### The metal 1 layer

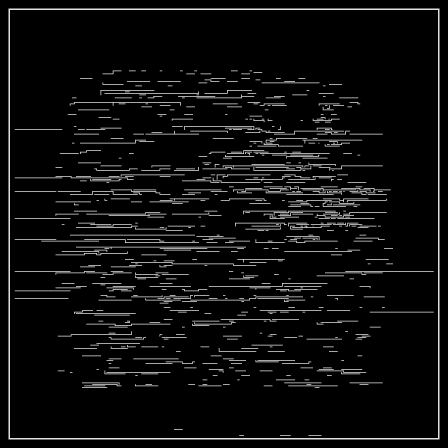
### Met2 routing

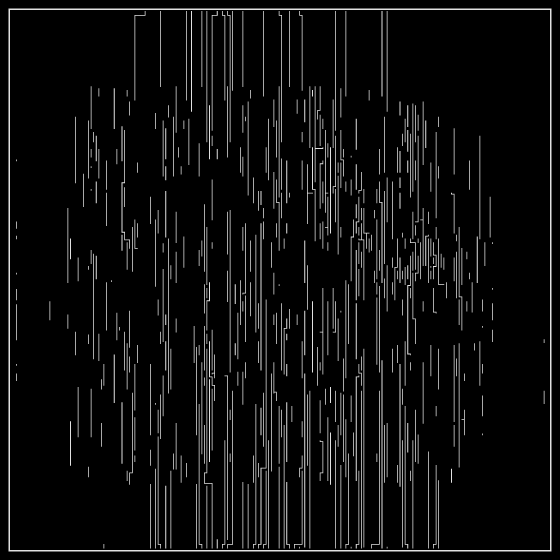
### M3 wires

The bar under the picture is 20 µm long.
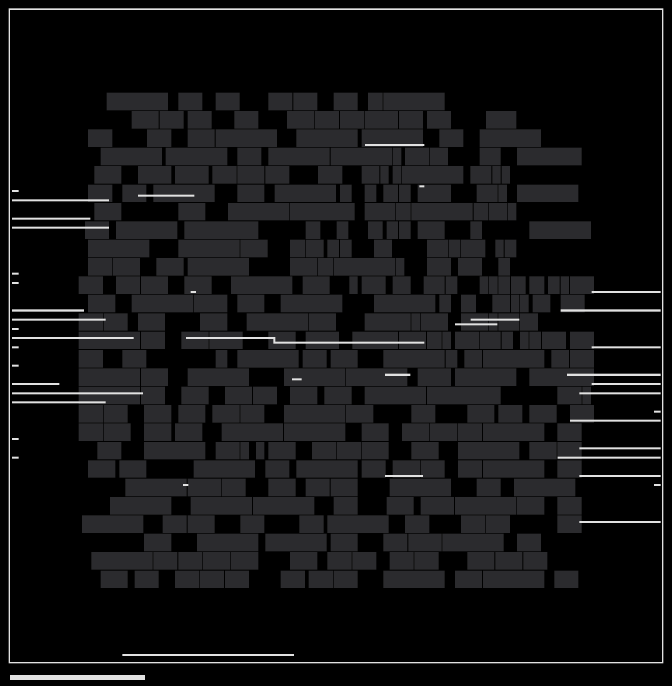
### Routing congestion

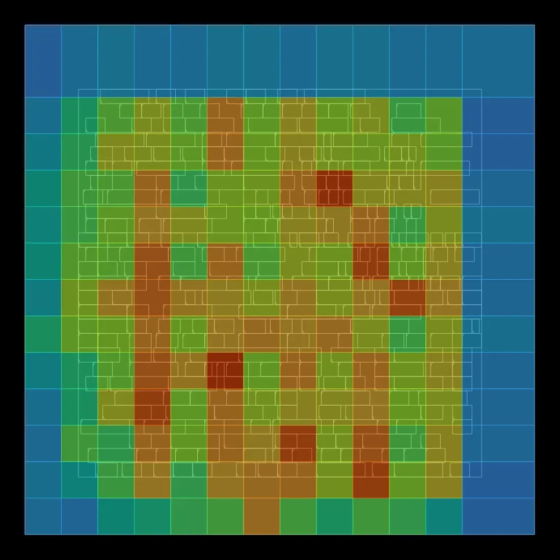
### Sequential cells grouped by signal name

The bar under the picture is 20 µm long. Other sequential cells in the stronger grey, the rest of the logic in the fainter grey.
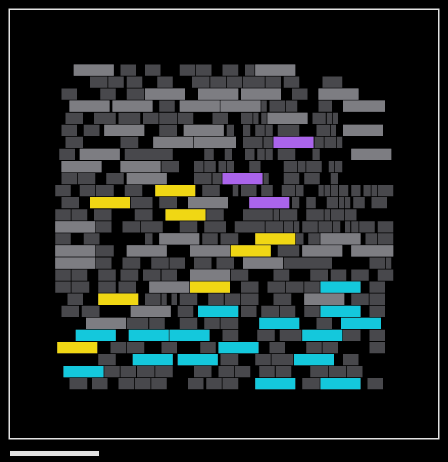
`config.mk`:
```
export PLATFORM = sky130hd
export DESIGN_NAME = i8080_bus_cycle_gen
export DESIGN_NICKNAME = d
export VERILOG_FILES = /design/src/rtl/i8080_bus_cycle_gen.sv
export SDC_FILE = /design/constraint.sdc
export NUM_CORES = 1
export LEC_CHECK = 0
export ABC_AREA = 0
export CAP_MARGIN = 10
export CORE_MARGIN = 10
export CORE_UTILIZATION = 50
export DETAILED_ROUTE_END_ITERATION = 16
export PLACE_DENSITY = 0.8
export SYNTH_ARGS = -nofsm -noshare
export SYNTH_HDL_FRONTEND = slang
export SYNTH_SLANG_ARGS = --single-unit
export TNS_END_PERCENT = 30
```
`constraint.sdc`:
```
create_clock -name clk -period 3.7 [get_ports clk]
set_clock_uncertainty 0.05 [all_clocks]
set_input_delay 0.74 -clock clk [delete_from_list [all_inputs] [get_ports clk]]
set_output_delay 0.74 -clock clk [all_outputs]
set_load 0.01 [all_outputs]
```
`src/rtl/i8080_bus_cycle_gen.sv`:
```
// ---------------------------------------------------------------------------
// i8080_bus_cycle_gen
//   Bus master for an 8080-style system bus. A soft core presents one request
//   at a time (req held with stable fields until done). The block runs the
//   machine cycle as T1 (SYNC, status on D), T2 (STSTB_n low for STSTB_W
//   clocks), optional TW wait states driven by READY, and T3 (DBIN read or
//   WR_n write). HOLD/HLDA hands the bus to a DMA master while idle.
//
// Parameters
//   STSTB_W   : STSTB_n low width in clocks (1..4), equals the T2 length
//   MAX_WAIT  : wait-state limit, 0 = unlimited, N>0 = abort after N TW clocks
//
// Ports
//   clk, reset              : clock, asynchronous active-high reset
//   req, req_status,
//   req_addr, req_wdata     : core request (status byte, address, write data)
//   busy, done, err, rdata  : core response
//   a, a_oe, d_out, d_oe,
//   d_in                    : address / data bus
//   sync, ststb_n, dbin,
//   wr_n, ready, wait_o     : bus control
//   hold, hlda              : DMA bus request / acknowledge
//
// Configuration macro
//   BUS_INTA_RST7_EN : INTA cycles return 8'hFF (RST 7) without driving DBIN.
// ---------------------------------------------------------------------------
module i8080_bus_cycle_gen #(
  parameter int STSTB_W  = 1,
  parameter int MAX_WAIT = 0
) (
  input  logic        clk,
  input  logic        reset,
  input  logic        req,
  input  logic [7:0]  req_status,
  input  logic [15:0] req_addr,
  input  logic [7:0]  req_wdata,
  output logic        busy,
  output logic        done,
  output logic        err,
  output logic [7:0]  rdata,
  output logic [15:0] a,
  output logic        a_oe,
  output logic [7:0]  d_out,
  output logic        d_oe,
  input  logic [7:0]  d_in,
  output logic        sync,
  output logic        ststb_n,
  output logic        dbin,
  output logic        wr_n,
  input  logic        ready,
  output logic        wait_o,
  input  logic        hold,
  output logic        hlda
);

  typedef enum logic [2:0] {S_IDLE, S_T1, S_T2, S_TW, S_T3, S_HOLD} state_e;

  localparam logic [1:0] T2_LAST = 2'(STSTB_W - 1);
  localparam int         WCW     = (MAX_WAIT > 1) ? $clog2(MAX_WAIT) : 1;
  localparam logic [WCW-1:0] W_LAST = WCW'((MAX_WAIT > 0) ? MAX_WAIT - 1 : 0);
  localparam bit         W_LIMIT = (MAX_WAIT > 0);

  state_e         state_q;
  logic [7:0]     st_q;
  logic [15:0]    addr_q;
  logic [7:0]     wdata_q;
  logic [1:0]     t2cnt_q;
  logic [WCW-1:0] wcnt_q;
  logic           abort_q;

  logic        busy_q, done_q, err_q, a_oe_q, d_oe_q, sync_q, ststb_n_q;
  logic        dbin_q, wr_n_q, wait_q, hlda_q;
  logic [7:0]  rdata_q, d_out_q;
  logic [15:0] a_q;

  // Cycle classification from the latched status byte.
  logic is_rd, is_hlta, inta7;
  assign is_rd   = st_q[1];
  assign is_hlta = st_q[3];
`ifdef BUS_INTA_RST7_EN
  assign inta7   = st_q[0];
`else
  assign inta7   = 1'b0;
`endif

  // Data-phase drive, used both in TW (setup) and T3.
  logic       dp_doe;
  logic [7:0] dp_dout;
  logic       t3_dbin, t3_wr_n;
  assign dp_doe  = ~is_rd;
  assign dp_dout = is_rd ? st_q : wdata_q;
  assign t3_dbin = is_rd & ~is_hlta & ~inta7;
  assign t3_wr_n = is_rd | is_hlta;

  always_ff @(posedge clk or posedge reset) begin
    if (reset) begin
      state_q   <= S_IDLE;
      st_q      <= '0;
      addr_q    <= '0;
      wdata_q   <= '0;
      t2cnt_q   <= '0;
      wcnt_q    <= '0;
      abort_q   <= 1'b0;
      busy_q    <= 1'b0;
      done_q    <= 1'b0;
      err_q     <= 1'b0;
      rdata_q   <= '0;
      a_q       <= '0;
      a_oe_q    <= 1'b1;
      d_out_q   <= '0;
      d_oe_q    <= 1'b0;
      sync_q    <= 1'b0;
      ststb_n_q <= 1'b1;
      dbin_q    <= 1'b0;
      wr_n_q    <= 1'b1;
      wait_q    <= 1'b0;
      hlda_q    <= 1'b0;
    end else begin
      done_q <= 1'b0;
      err_q  <= 1'b0;
      case (state_q)
        S_IDLE: begin
          // hold has priority over a pending request
          if (hold) begin
            state_q <= S_HOLD;
            a_oe_q  <= 1'b0;
            d_oe_q  <= 1'b0;
            hlda_q  <= 1'b1;
          end else if (req) begin
            state_q <= S_T1;
            st_q    <= req_status;
            addr_q  <= req_addr;
            wdata_q <= req_wdata;
            abort_q <= 1'b0;
            a_q     <= req_addr;
            d_out_q <= req_status;
            d_oe_q  <= 1'b1;
            sync_q  <= 1'b1;
            busy_q  <= 1'b1;
          end
        end
        S_T1: begin
          state_q   <= S_T2;
          sync_q    <= 1'b0;
          ststb_n_q <= 1'b0;
          t2cnt_q   <= '0;
        end
        S_T2: begin
          if (t2cnt_q == T2_LAST) begin
            ststb_n_q <= 1'b1;
            wcnt_q    <= '0;
            d_oe_q    <= dp_doe;
            d_out_q   <= dp_dout;
            if (ready) begin
              state_q <= S_T3;
              dbin_q  <= t3_dbin;
              wr_n_q  <= t3_wr_n;
            end else begin
              state_q <= S_TW;
              wait_q  <= 1'b1;
            end
          end else begin
            t2cnt_q <= t2cnt_q + 2'd1;
          end
        end
        S_TW: begin
          // ready wins over the limit in the same clock
          if (ready || (W_LIMIT && wcnt_q == W_LAST)) begin
            state_q <= S_T3;
            wait_q  <= 1'b0;
            dbin_q  <= t3_dbin;
            wr_n_q  <= t3_wr_n;
            abort_q <= ~ready;
          end else begin
            wcnt_q <= wcnt_q + 1'b1;
          end
        end
        S_T3: begin
          state_q <= S_IDLE;
          done_q  <= 1'b1;
          err_q   <= abort_q;
          busy_q  <= 1'b0;
          d_oe_q  <= 1'b0;
          dbin_q  <= 1'b0;
          wr_n_q  <= 1'b1;
          if (is_rd && !is_hlta)
            rdata_q <= inta7 ? 8'hFF : d_in;
        end
        S_HOLD: begin
          if (!hold) begin
            state_q <= S_IDLE;
            hlda_q  <= 1'b0;
            a_oe_q  <= 1'b1;
          end
        end
        default: state_q <= S_IDLE;
      endcase
    end
  end

  assign busy    = busy_q;
  assign done    = done_q;
  assign err     = err_q;
  assign rdata   = rdata_q;
  assign a       = a_q;
  assign a_oe    = a_oe_q;
  assign d_out   = d_out_q;
  assign d_oe    = d_oe_q;
  assign sync    = sync_q;
  assign ststb_n = ststb_n_q;
  assign dbin    = dbin_q;
  assign wr_n    = wr_n_q;
  assign wait_o  = wait_q;
  assign hlda    = hlda_q;

endmodule
```
==> CHANGELOG.md <==
## Implementation

- Routed Antenna Nets: 0
- Final estimated routing congestion in global placement: 0.788
- Family with the most delay on the worst path: buffers and inverters
- Final net count: 353
- Dominant flop cell: dfrtp_1
- H-tree depth: 3
- DRC: 0
- Number of diodes: 0
- Grt ovf: 0
- Share of post-route cells with drive strength above 1: 28.8%
- CP Buf/Inv Count: 3
- Area share, top type: 53.0%
- Pre-CTS setup slack: 1050 ps
- IO Port Bufs: 87
- Hold Crit Class: reg2reg
- Hold_buf cts: 0
- Cell Pwr Density: 828 mW/mm²
- CTS tree: yes
- Post-synth area hogs: dfrtp_1 53%, mux2_2 24%, dfstp_2 2.7%, o21ai_0 1.5%, nor2_1 1.3%
- Hold Vio Cnt, Final: 0
- Fmax: 430 MHz
- Clock Tree Root: clkbuf_8
- Standard-cell rows: 27
- Max-Cap Viols: 0
- Fillers: 429
- Status: finished, final reports clean
- Post-synthesis cell area: 0.00293 mm²
- Die Size: 0.00931 mm²
- Fraction of registers with async set or reset after synthesis: 100%
- Pin count of the biggest net entering global routing: 66
- OpenROAD warning count: 26
- Die Wd: 96.5 µm
- PostCTS Resize Cnt: 0
- Vias in the first global route: 2168
- Finish-stage setup viols: 0
- Synth area leader: dfrtp_1
- Setup_tns: 0 ps
- Core Util at FP: 52.2%
- Finished Layout Cells: 384
Back to the opening pictures, 'The metal 1 layer':
The longest straight run is 38.2 µm. The layer holds 40% of the routed length. The wires run mostly horizontal. The layer carries 2730 µm of wire. 315 nets have wire on it.
met1 Use GR: 17.6%
Post-Route WL: 6780 µm

Back to the opening pictures, 'Met2 routing':
The longest straight run is 35.4 µm. 323 nets have wire on it.
M2 GR Usage: 25.8%
vias: 2051

Back to the opening pictures, 'M3 wires':
34 nets have wire on it. The layer carries 361 µm of wire. The wires run mostly horizontal. The longest straight run is 25.1 µm.
met3 usage: 3.93%

Back to the opening pictures, 'Routing congestion':
total track usage: 15.3%
Routed WL per cell: 17.7 µm
busiest layer in global routing: met2
post-layout util: 72.4%

Back to the opening pictures, 'Sequential cells grouped by signal name':
Purple is `state_q`, placed flops 3. Yellow is `st_q`, placed flops 8. Cyan is `a`, placed flops 16.
Another 38 sequential cells are not coloured.

## power breakdown
group | internal [mW] | switching (mW) | leakage, nW | total, mW
Clock | 0.414 | 0.270 | 0.115 | 0.684
Combinational | 0.861 | 0.504 | 0.807 | 1.36
Sequential | 1.05 | 0.265 | 0.776 | 1.31
Total | 2.32 | 1.04 | 1.70 | 3.36
## registers in the layout, summed over array words and instances, names as in the netlist, 2 cells and up
name and cells:
a 16, d_out 8, rdata 8, st_q 8, state_q 3, t2cnt_q 2
wdata_q 8
## layout make-up
| type | count | area, µm² | share of cell area (%) |
|---|---|---|---|
| Timing Repair Buffer | 89 | 886 | 21.8 |
| Sequential cell | 65 | 1630 | 40.2 |
| Tap cell | 72 | 90.1 | 2.22 |
| Clock buffer | 11 | 151 | 3.73 |
| Inverter | 10 | 37.5 | 0.925 |
| Clock inverter | 5 | 77.6 | 1.91 |
| Multi-Input combinational cell | 132 | 1190 | 29.2 |
## worst paths after layout
check / startpoint / end / slack (ps)
hold / removal: abort_q$_DFFE_PP0P_ / abort_q$_DFFE_PP0P_ / 440
min in group asynchronous: reset / sync$_DFFE_PP0P_ / 910
setup / recovery: hold / wdata_q[0]$_DFFE_PP0P_ / 1370
max in group asynchronous: reset / a[1]$_DFFE_PP0P_ / 2160
setup reg to reg: state_q[1]$_DFFE_PP0P_ / d_out[7]$_DFFE_PP0P_ / 1590
hold reg to reg: abort_q$_DFFE_PP0P_ / abort_q$_DFFE_PP0P_ / 440
## worst register-to-register path, stage by stage (launching register included)
cell	delay [ps]
dfrtp_1	730
nor3b_4	550
mux2_2	400
mux2_2	260
## metrics by stage
step	utilization, %	cell area (µm²)
floorplan	-	2930
global placement	68.3	3830
detailed placement	68.3	3830
CTS	72.4	4060
global route	72.4	4060
finish	72.4	4060
## cell families (layout without fill, tap and decap cells)
group | Yosys count | in the layout | share of synthesized area, %
muxes | 67 | 67 | 25.7
DFF | 65 | 65 | 55.7
AOI/OAI and AO/OA | 34 | 34 | 8.04
and+or+nand+nor | 30 | 30 | 6.42
buffers and inverters | 24 | 115 | 3.72
adders and majority gates | 1 | 1 | 0.428
## metal layers
| metal | share of wire, % | track usage (%) | vias up |
|---|---|---|---|
| met1 | 40 | 17.6 | 1028 |
| met4 | 1.8 | 7.63 | 0 |
| met2 | 53 | 25.8 | 45 |
| li1 | - | - | 966 |
| met5 | 0 | 0 | - |
| met3 | 5.3 | 3.93 | 12 |
## layout by cell type (no fill, tap or decap), types with 2 or more instances in the layout
| master | instances |
|---|---|
| inv_1 | 8 |
| a32oi_1 | 2 |
| mux2_2 | 62 |
| mux2_1 | 2 |
| buf_4 | 2 |
| nor3_1 | 2 |
| nand2b_1 | 2 |
| a21oi_1 | 6 |
| mux2i_1 | 3 |
| nand2_1 | 2 |
| clkdlybuf4s50_1 | 87 |
| nor2_1 | 10 |
| bufinv_16 | 2 |
| inv_2 | 2 |
| o2bb2ai_1 | 2 |
| o21ai_0 | 9 |
| clkbuf_8 | 11 |
| dfrtp_1 | 62 |
| a31oi_1 | 3 |
| clkinv_2 | 2 |
| o21a_1 | 3 |
| nor2b_1 | 2 |
| dfstp_2 | 3 |
No activity file was given, so power comes from the tool's default toggle rates.
